Fig. 1: placed cells, one color a class
Scale: 6 px per micron.
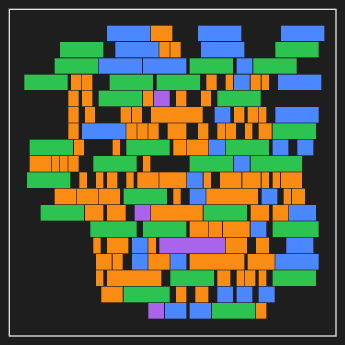
Fig. 2: cell outlines without signal wires
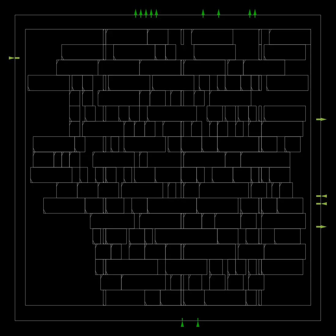
Fig. 3: cell area per tile
Scale: 6 px per micron. The die is cut into 11 by 11 equal tiles; dark blue is low, red is high, 0 to 100% covered.
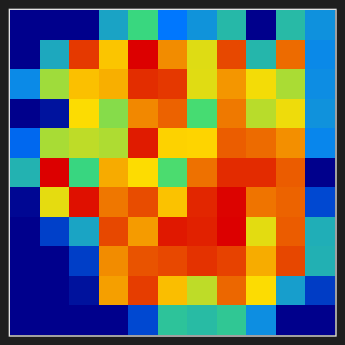
[src/rtl/uart_pkg.sv]
// Shared UART definitions: receive FSM encoding, default frame width and baud timing.
package uart_pkg;

  typedef enum logic [1:0] {
    IDLE  = 2'd0,
    START = 2'd1,
    DATA  = 2'd2,
    STOP  = 2'd3
  } rx_state_e;

  localparam int UART_DATA_BITS_DEF = 8;
  localparam int BPS_PERIOD         = 1736;
  localparam int BPS_HALF           = 868;

endpackage

[src/rtl/rx_detect_module.sv]
// Serial line conditioner: 2-FF synchronizer, history register and registered
// high-to-low edge strobe.
module rx_detect_module (
  input  logic CLK,
  input  logic RSTn,
  input  logic RX_Pin_In,
  output logic RX_Sync,
  output logic H2L_Sig
);

  logic sync1_q;
  logic sync2_q;
  logic hist_q;
  logic h2l_q;

  // Synchronize the asynchronous line and flag a 1->0 step of the synced value.
  always_ff @(posedge CLK) begin
    if (!RSTn) begin
      sync1_q <= 1'b1;
      sync2_q <= 1'b1;
      hist_q  <= 1'b1;
      h2l_q   <= 1'b0;
    end else begin
      sync1_q <= RX_Pin_In;
      sync2_q <= sync1_q;
      hist_q  <= sync2_q;
      h2l_q   <= hist_q & ~sync2_q;
    end
  end

  assign RX_Sync = sync2_q;
  assign H2L_Sig = h2l_q;

endmodule

[src/rtl/uart_rx_ctrl_module.sv]
// UART receive controller: gates the external baud counter, samples start,
// data (LSB first) and stop bits on BPS_CLK, and strobes done or framing error.
module uart_rx_ctrl_module
  import uart_pkg::*;
#(
  parameter int DATA_BITS = UART_DATA_BITS_DEF
) (
  input  logic                 CLK,
  input  logic                 RSTn,
  input  logic                 RX_Pin_In,
  input  logic                 RX_En_Sig,
  input  logic                 BPS_CLK,
  output logic                 Count_Sig,
  output logic [DATA_BITS-1:0] RX_Data,
  output logic                 RX_Done_Sig,
  output logic                 RX_Err_Sig
);

  localparam int IDX_W = $clog2(DATA_BITS);
  localparam logic [IDX_W-1:0] LAST_IDX = IDX_W'(DATA_BITS - 1);

  logic rx_sync;
  logic h2l;

  rx_state_e            state_q, state_d;
  logic [DATA_BITS-1:0] shift_q, shift_d;
  logic [IDX_W-1:0]     idx_q,   idx_d;
  logic [DATA_BITS-1:0] data_q,  data_d;
  logic                 done_q,  done_d;
  logic                 err_q,   err_d;
  logic                 count_q, count_d;

  rx_detect_module u_detect (
    .CLK       (CLK),
    .RSTn      (RSTn),
    .RX_Pin_In (RX_Pin_In),
    .RX_Sync   (rx_sync),
    .H2L_Sig   (h2l)
  );

  // Frame sequencing, bit capture and strobe generation.
  always_comb begin
    state_d = state_q;
    shift_d = shift_q;
    idx_d   = idx_q;
    data_d  = data_q;
    done_d  = 1'b0;
    err_d   = 1'b0;
    case (state_q)
      IDLE: begin
        if (h2l && RX_En_Sig) state_d = START;
      end
      START: begin
        if (BPS_CLK) begin
          if (!rx_sync) begin
            state_d = DATA;
            idx_d   = '0;
          end else begin
            state_d = IDLE;  // start bit not confirmed at mid-bit: glitch
          end
        end
      end
      DATA: begin
        if (BPS_CLK) begin
          shift_d[idx_q] = rx_sync;
          if (idx_q == LAST_IDX) state_d = STOP;
          else                   idx_d   = idx_q + IDX_W'(1);
        end
      end
      STOP: begin
        if (BPS_CLK) begin
          if (rx_sync) begin
            data_d = shift_q;
            done_d = 1'b1;
          end else begin
            err_d  = 1'b1;
          end
          state_d = IDLE;
        end
      end
      default: state_d = IDLE;
    endcase
    // Disabling the receiver abandons any frame silently.
    if (state_q != IDLE && !RX_En_Sig) begin
      state_d = IDLE;
      shift_d = shift_q;
      idx_d   = idx_q;
      data_d  = data_q;
      done_d  = 1'b0;
      err_d   = 1'b0;
    end
    // Counter runs one cycle after entering START and drops with the return to IDLE,
    // so it always sees at least one low cycle between frames.
    count_d = (state_q != IDLE) && (state_d != IDLE);
  end

  // State and output registers.
  always_ff @(posedge CLK) begin
    if (!RSTn) begin
      state_q <= IDLE;
      shift_q <= '0;
      idx_q   <= '0;
      data_q  <= '0;
      done_q  <= 1'b0;
      err_q   <= 1'b0;
      count_q <= 1'b0;
    end else begin
      state_q <= state_d;
      shift_q <= shift_d;
      idx_q   <= idx_d;
      data_q  <= data_d;
      done_q  <= done_d;
      err_q   <= err_d;
      count_q <= count_d;
    end
  end

  assign Count_Sig   = count_q;
  assign RX_Data     = data_q;
  assign RX_Done_Sig = done_q;
  assign RX_Err_Sig  = err_q;

endmodule

[config.mk]
export PLATFORM = sky130hd
export DESIGN_NAME = uart_rx_ctrl_module
export DESIGN_NICKNAME = d
export VERILOG_FILES = /design/src/rtl/uart_pkg.sv /design/src/rtl/rx_detect_module.sv /design/src/rtl/uart_rx_ctrl_module.sv
export SDC_FILE = /design/constraint.sdc
export NUM_CORES = 1
export LEC_CHECK = 0
export CORE_MARGIN = 1.5
export CORE_UTILIZATION = 45
export DETAILED_ROUTE_END_ITERATION = 8
export PLACE_DENSITY = 0.72
export SYNTH_ARGS = -nofsm -noshare
export SYNTH_HDL_FRONTEND = slang
export SYNTH_SLANG_ARGS = --single-unit
[constraint.sdc]
create_clock -name CLK -period 1.5 [get_ports CLK]
set_clock_uncertainty 0.2 [all_clocks]
set_input_delay 0.225 -clock CLK [delete_from_list [all_inputs] [get_ports CLK]]
set_output_delay 0.225 -clock CLK [all_outputs]
set_load 0.05 [all_outputs]
==> changes_impl.md <==
### Implementation results

- Number of antenna violations at the first check in global routing: 0
- Share of synthesized area occupied by flip-flops and latches: between 40 and 50%
- Number of nets at the end of the flow: 160
- Area Overhead vs Synth: 42.74%
- Setup-violating endpoint count in the final report: 3
- Post-synth tally of flip-flops with integrated enable: 0
- Basic-gate share of the synthesized area counting and, or, nand and nor cells: ~26%
- Worst-case hold slack: roughly 170 ps
- Final hold violation count: 0
- Class of the worst hold path: input pin to flip-flop
- Slack of the worst reg-to-reg path: -10 ps
- Non-filler cells in the finished layout: 182
- Worst IR drop on VDD: between 0.0005 and 0.0006 V
- Number of different library cells in the post-synthesis netlist: 31
- DP Area: around 0.0016 sq mm
- Cell types with the highest counts after synthesis: sky130_fd_sc_hd__dfxtp_1, sky130_fd_sc_hd__nand2_1, sky130_fd_sc_hd__mux2i_1, sky130_fd_sc_hd__nand3_1
- Worst-case reg-to-reg path depth: 5
- Data arrival time of the worst path: about 1600 ps
- Max Cap Violations: 0
- Die Area: approximately 0.003 sq mm
- Number of global-route vias before repair: just over 900
- Post-DP HPWL: 1792 microns
- Die height: 54.21 microns
- Cell Area, Synth: approximately 0.0012 sq mm
- Tool Warnings: 28
- Largest power group: sequential cells
- Avg Synthesized Cell Area: around 9.4 sq um
- Cell count listed in synth_stat.txt: between 100 and 150
- Post-layout worst setup margin: -13.81 ps
- Vias per Instance: 5.637
- Maximum number of pins on one net before global-route repair: 17
- RSZ-0062 raised after global routing: yes
- Post-cts hold buffer count: 0
- Violations in the final reports: negative setup slack
- Outcome: finished with violations
- Worst slack after detailed placement: -302.0 ps
- Most common cell type on the critical path: sky130_fd_sc_hd__ha_4
- Count of cell instances traversed by the critical path: 5
- GRT Residual Overflow: 0
- Number of CTS-inserted buffers: 3
- Total Power Consumption: ~0.0013 W
- Net switching power figure: around 0.00027 W
- Combinational cell fraction of total power: 4.9%
- Power consumed by combinational cells: 0.0000637 W
-- Fig. 1 (at the start) --
- combinational and other logic: orange (cells 88; share of their area 38%)
- clock drivers and dummy loads: purple (cells 4; share of their area 3.2%)
- other buffers and delay cells: blue (cells 32; share of their area 24%)
- flops: green (cells 28; share of their area 34%)
utilization of the core after routing: 67.98%
count of standard-cell rows: 18
total core area: 0.002477 sq mm

-- Fig. 2 (at the start) --
number of fill cells in the layout: 202
registers: 28
sequential cell area share: 33.73%
number of well taps: 30

-- Fig. 3 (at the start) --
- fullest tile: 100%
- emptiest ninth of the die: lower left
- densest ninth of the die: center
- mean over tiles: 56%
- tiles over 75% full: 42%
pre-placement core utilization: 47.63%

## cell type report
| cell class | instances | area (sq um) | share of cell area [%] |
|---|---|---|---|
| multi-input cells | 86 | 625.6 | 37.15 |
| flip-flops and latches | 28 | 568.0 | 33.73 |
| repair buffers | 32 | 392.9 | 23.33 |
| well taps | 30 | 37.54 | 2.229 |
| clock inverters | 1 | 30.03 | 1.783 |
| clock buffers | 3 | 22.52 | 1.337 |
| inverters | 2 | 7.507 | 0.4458 |
## timing repair
item	CTS	global route
buffers inserted	0	0
gates cloned	0	0
endpoints found under the setup margin	3	16
resized	5	8
pin swaps	2	0
## per-layer routing
layer	share of wire (%)	up-vias	GRT usage (%)	routed length [microns]
li1	-	503	-	-
met1	45	502	25.04	1161
met2	50	16	29.52	1300
met3	2.9	5	2.500	76
met4	2.3	0	11.25	60
met5	0	-	0	0
Power is estimated from default activity; no workload was simulated.
